### config.mk
export PLATFORM = sky130hd
export DESIGN_NAME = ascii_code_streamer
export DESIGN_NICKNAME = d
export VERILOG_FILES = /design/src/rtl/ascii_code_streamer.sv
export SDC_FILE = /design/constraint.sdc
export NUM_CORES = 1
export LEC_CHECK = 0
export ABC_AREA = 1
export CORE_ASPECT_RATIO = 1.25
export CORE_UTILIZATION = 45
export CTS_BUF_LIST = sky130_fd_sc_hd__clkbuf_16
export CTS_CLUSTER_SIZE = 28
export DETAILED_ROUTE_END_ITERATION = 10
export DONT_BUFFER_PORTS = 1
export GPL_TIMING_DRIVEN = 0
export REMOVE_ABC_BUFFERS = 1
export SYNTH_ARGS = -nofsm -noshare
export SYNTH_HDL_FRONTEND = slang
export SYNTH_SLANG_ARGS = --single-unit
### constraint.sdc
create_clock -name clk -period 4.5 [get_ports clk]
set_input_delay 0.675 -clock clk [delete_from_list [all_inputs] [get_ports clk]]
set_output_delay 0.675 -clock clk [all_outputs]
set_load 0.03 [all_outputs]
### src/rtl/ascii_code_streamer.sv
// ascii_code_streamer: 5-bit symbol codes -> ASCII bytes through a byte FIFO; 2-cycle latency, valid/ready out.
// code_ready drops while the FIFO is full; define ASCII_LF_EN to emit an LF after every CR.

module fifo #(
  parameter int DEPTH = 8,
  parameter int WIDTH = 8
) (
  input  logic                   clk,
  input  logic                   rst,
  input  logic                   push_vld,
  input  logic [WIDTH-1:0]       push_dat,
  input  logic                   pop_rdy,
  output logic [WIDTH-1:0]       pop_dat,
  output logic [$clog2(DEPTH):0] count
);
  localparam int AW = $clog2(DEPTH);
  localparam logic [AW:0] FULL = (AW+1)'(DEPTH);

  logic [WIDTH-1:0] mem_q [DEPTH];
  logic [AW-1:0]    wr_ptr_q, wr_ptr_d, rd_ptr_q, rd_ptr_d;
  logic [AW:0]      count_q, count_d;
  logic             do_push, do_pop;

  // A full FIFO refuses pushes even when a pop happens in the same cycle.
  always_comb begin
    do_push  = push_vld && (count_q != FULL);
    do_pop   = pop_rdy && (count_q != '0);
    wr_ptr_d = do_push ? wr_ptr_q + 1'b1 : wr_ptr_q;
    rd_ptr_d = do_pop ? rd_ptr_q + 1'b1 : rd_ptr_q;
    count_d  = count_q;
    if (do_push && !do_pop) begin
      count_d = count_q + 1'b1;
    end else if (!do_push && do_pop) begin
      count_d = count_q - 1'b1;
    end
  end

  always_ff @(posedge clk or posedge rst) begin
    if (rst) begin
      wr_ptr_q <= '0;
      rd_ptr_q <= '0;
      count_q  <= '0;
    end else begin
      wr_ptr_q <= wr_ptr_d;
      rd_ptr_q <= rd_ptr_d;
      count_q  <= count_d;
    end
  end

  always_ff @(posedge clk) begin
    if (do_push) begin
      mem_q[wr_ptr_q] <= push_dat;
    end
  end

  assign pop_dat = mem_q[rd_ptr_q];
  assign count   = count_q;
endmodule

module ascii_code_streamer #(
  parameter int         FIFO_DEPTH   = 8,
  parameter logic [7:0] INVALID_CHAR = 8'h3F,
  parameter bit         DROP_INVALID = 1'b0
) (
  input  logic                        clk,
  input  logic                        rst,
  input  logic [4:0]                  code_in,
  input  logic                        code_valid,
  output logic                        code_ready,
  output logic [7:0]                  ascii_out,
  output logic                        ascii_valid,
  input  logic                        ascii_ready,
  output logic                        err_invalid,
  output logic [$clog2(FIFO_DEPTH):0] fifo_count,
  output logic                        idle
);
  localparam int CW = $clog2(FIFO_DEPTH) + 1;
  localparam logic [CW-1:0] FIFO_FULL = CW'(FIFO_DEPTH);

  typedef enum logic [1:0] {
    S_IDLE,
`ifdef ASCII_LF_EN
    S_LF,
`endif
    S_SEND
  } state_t;

  state_t     state_q, state_d;
  logic [7:0] ascii_out_q, ascii_out_d;
  logic       ascii_valid_q, ascii_valid_d;
  logic       err_invalid_q, err_invalid_d;
  logic       code_mapped, accept, push_vld, pop_rdy, xfer, fifo_empty;
  logic [7:0] code_byte, fifo_dat;

  // Each code range is contiguous, so a single offset add maps the whole run.
  always_comb begin
    code_mapped = 1'b1;
    code_byte   = INVALID_CHAR;
    case (code_in) inside
      [5'd1:5'd5]:   code_byte = 8'h30 + {3'b000, code_in};
      [5'd10:5'd14]: code_byte = 8'h57 + {3'b000, code_in};
      [5'd26:5'd30]: code_byte = 8'h27 + {3'b000, code_in};
      5'd17:         code_byte = 8'h2B;
      5'd16:         code_byte = 8'h0D;
      default:       code_mapped = 1'b0;
    endcase
  end

  assign code_ready    = (fifo_count != FIFO_FULL);
  assign accept        = code_valid && code_ready;
  assign push_vld      = accept && (code_mapped || !DROP_INVALID);
  assign err_invalid_d = accept && !code_mapped;
  assign fifo_empty    = (fifo_count == '0);
  assign xfer          = ascii_valid_q && ascii_ready;

  fifo #(.DEPTH(FIFO_DEPTH), .WIDTH(8)) u_fifo (
    .clk      (clk),
    .rst      (rst),
    .push_vld (push_vld),
    .push_dat (code_byte),
    .pop_rdy  (pop_rdy),
    .pop_dat  (fifo_dat),
    .count    (fifo_count)
  );

  always_comb begin
    state_d       = state_q;
    ascii_out_d   = ascii_out_q;
    ascii_valid_d = ascii_valid_q;
    pop_rdy       = 1'b0;
    case (state_q)
      S_IDLE: pop_rdy = !fifo_empty;
      default: begin
        if (xfer) begin
`ifdef ASCII_LF_EN
          if (state_q == S_SEND && ascii_out_q == 8'h0D) begin
            ascii_out_d = 8'h0A;
            state_d     = S_LF;
          end else
`endif
          begin
            pop_rdy       = !fifo_empty;
            ascii_valid_d = 1'b0;
            state_d       = S_IDLE;
          end
        end
      end
    endcase
    // Loading the head byte overrides the drop back to idle so throughput stays 1 byte/clk.
    if (pop_rdy) begin
      ascii_out_d   = fifo_dat;
      ascii_valid_d = 1'b1;
      state_d       = S_SEND;
    end
  end

  always_ff @(posedge clk or posedge rst) begin
    if (rst) begin
      state_q       <= S_IDLE;
      ascii_out_q   <= 8'h00;
      ascii_valid_q <= 1'b0;
      err_invalid_q <= 1'b0;
    end else begin
      state_q       <= state_d;
      ascii_out_q   <= ascii_out_d;
      ascii_valid_q <= ascii_valid_d;
      err_invalid_q <= err_invalid_d;
    end
  end

  assign ascii_out   = ascii_out_q;
  assign ascii_valid = ascii_valid_q;
  assign err_invalid = err_invalid_q;
  assign idle        = fifo_empty && !ascii_valid_q && (state_q == S_IDLE);
endmodule
### Layout detail

Window x 21 to 61, y 11 to 51 um. Cells in gray, sequential cells in the stronger gray; small squares are vias.
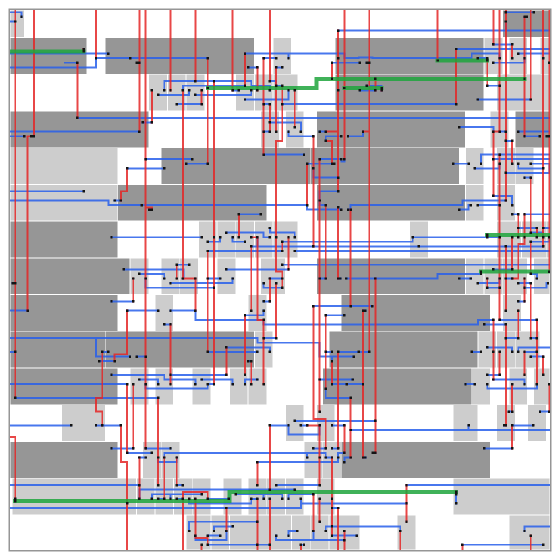
color	layer
green	metal 3
blue	metal 1
red	metal 2
cells with their middle in the window	104
sequential cells in the window	22
netlist names of flops here include	u_fifo.mem_q (21), err_invalid (1)
most frequent	nand2_1 (48), edfxtp_1 (21)

### Signal wires by layer

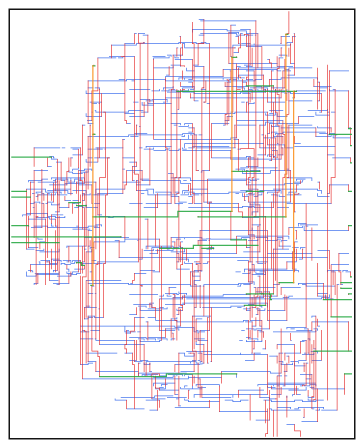
color	layer	wire length
red	metal 2	3170 um
green	metal 3	286 um
orange	metal 4	178 um
blue	metal 1	2830 um
final wirelength: 6.459 mm
overall fraction of global-route tracks in use: 17.68%
mean routed wirelength per cell: 13.57 um
total vias in the final route: 2309

### M3 wires

The bar under the picture is 20 um long.
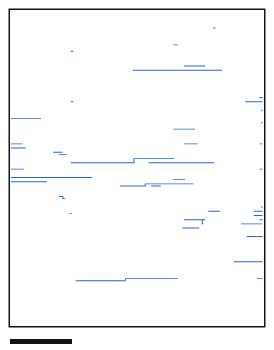
main direction	horizontal
longest straight run	28.5 um
met3 GRT Util: 4.196%

==> impl_metrics.csv <==
group,metric,value,unit
timing,number_of_max_slew_violations_in_the_final_report,0,
timing,setup_repair_after_global_routing_missed_its_margin,"no",
routing,drcViolationCount,0,
floorplan,fp_util,46.24,%
floorplan,fp.dieH,102.1,um
cells_and_area,fin_nets,396,
cells_and_area,layout_top_cells,"nand2_1 (155), edfxtp_1 (56), inv_1 (36), nand3_1 (36), dfrtp_1 (19)",
placement,dpl.cell_count,461,
cells_and_area,finish.instance_area,3943,um^2
timing,finalHoldViolCount,0,
placement,placement.io_buffers,0,
critical_path,worstSetupEndpointType,"flop",
clock_tree,post-cts-setup-buffer-count,0,
clock_tree,numClockSinks,75,
timing,slew-limit-headroom,29.66,%
global_route,global_route.overflow_total,0,
yosys,yosysCellCount,377,
floorplan,top_level_pins,25,
clock_tree,cts_tree,"yes",
routing,detail_route.first_pass.iterations,4,
pwr,ir_worst_vdd,0.3875,mV
clock_tree,clk_root_buffer_cell,"clkbuf_16",
critical_path,timing.critical_path.slowest_cell_delay,0.54,ns
yosys,synth_chip_area,3603,um^2
pwr,combPwrFrac,27.4,%
yosys,yosysTopAreaCell,"edfxtp_1",
cells_and_area,diodes,0,
floorplan,die_width,82.04,um
status,status,"completed",
critical_path,worstSetupPathType,"flop to flop",
pwr,power.share.switching,38.13,%
run,tool_warnings,28,
pwr,cellPowerDensity,675.2,nW/um^2
clock_tree,numCtsBuffers,9,
cells_and_area,largest_register_ffs,56,
cells_and_area,final_cell_count_no_fill,476,
yosys,topCombFamilyByArea,"simple AND/OR/NAND/NOR gates",
pwr,internal-power,1.647,mW
placement,placement.setup.worst_slack,2.070,ns
[cells in the mapped netlist, types with 3 or more instances]
master    number
edfxtp_1      56
nand3_1       36
nand2_1      155
nor2_1        18
buf_2          4
ha_1           9
nand2_2        4
buf_6          4
xnor2_1        3
dfrtp_1       19
o21ai_0        5
buf_4          3
inv_1         35
inv_2          5
xor2_1         4
[path summary, 6_finish.rpt]
| path | endpoint | slack [ns] | cells after the start |
|---|---|---|---|
| worst max-delay path | u_fifo.count[3] | 2.14 | 12 |
| worst min-delay path | ascii_out[2] | 0.37 | 1 |
| worst max register to register | u_fifo.count[3] | 2.14 | 12 |
| worst min register to register | u_fifo.wr_ptr_q[2] | 0.52 | 1 |
| max in group asynchronous | u_fifo.wr_ptr_q[2] | 3.63 | 1 |
| min in group clk | state_q[0] | 0.52 | 3 |
[worst max-delay path, delay by kind of cell, from the launching register on]
| kind | cells | cell delay (ns) |
|---|---|---|
| buffers and inverters | 1 | 0.09 |
| AOI/OAI and AO/OA | 1 | 0.15 |
| DFF | 1 | 0.54 |
| adders and majority gates | 2 | 0.57 |
| and+or+nand+nor | 8 | 0.92 |
[metrics by stage]
| stage | total power [mW] | util, % |
|---|---|---|
| CTS | 2.683 | 50.59 |
| detailed placement | 1.944 | 46.64 |
| global placement | 1.918 | 46.64 |
| floorplan | 1.734 | - |
| finish | 2.662 | 50.59 |
| global route | 2.856 | 50.59 |
[final cells by class]
type / instances / area (um^2) / area share [%]
clock inverter: 6 / 82.58 / 2.095
inverter: 41 / 153.9 / 3.904
sequential: 75 / 2157 / 54.71
clock buffer: 9 / 225.2 / 5.712
tap: 95 / 118.9 / 3.015
multi-input combinational: 250 / 1205 / 30.56
[routing by layer]
layer	part of all wire, %	track usage [%]
met1	44	21.01
met2	49	28.80
met3	4.4	4.196
met4	2.8	10.53
met5	0	0
Power figures rest on the tool's default switching activity, not on a simulated workload.
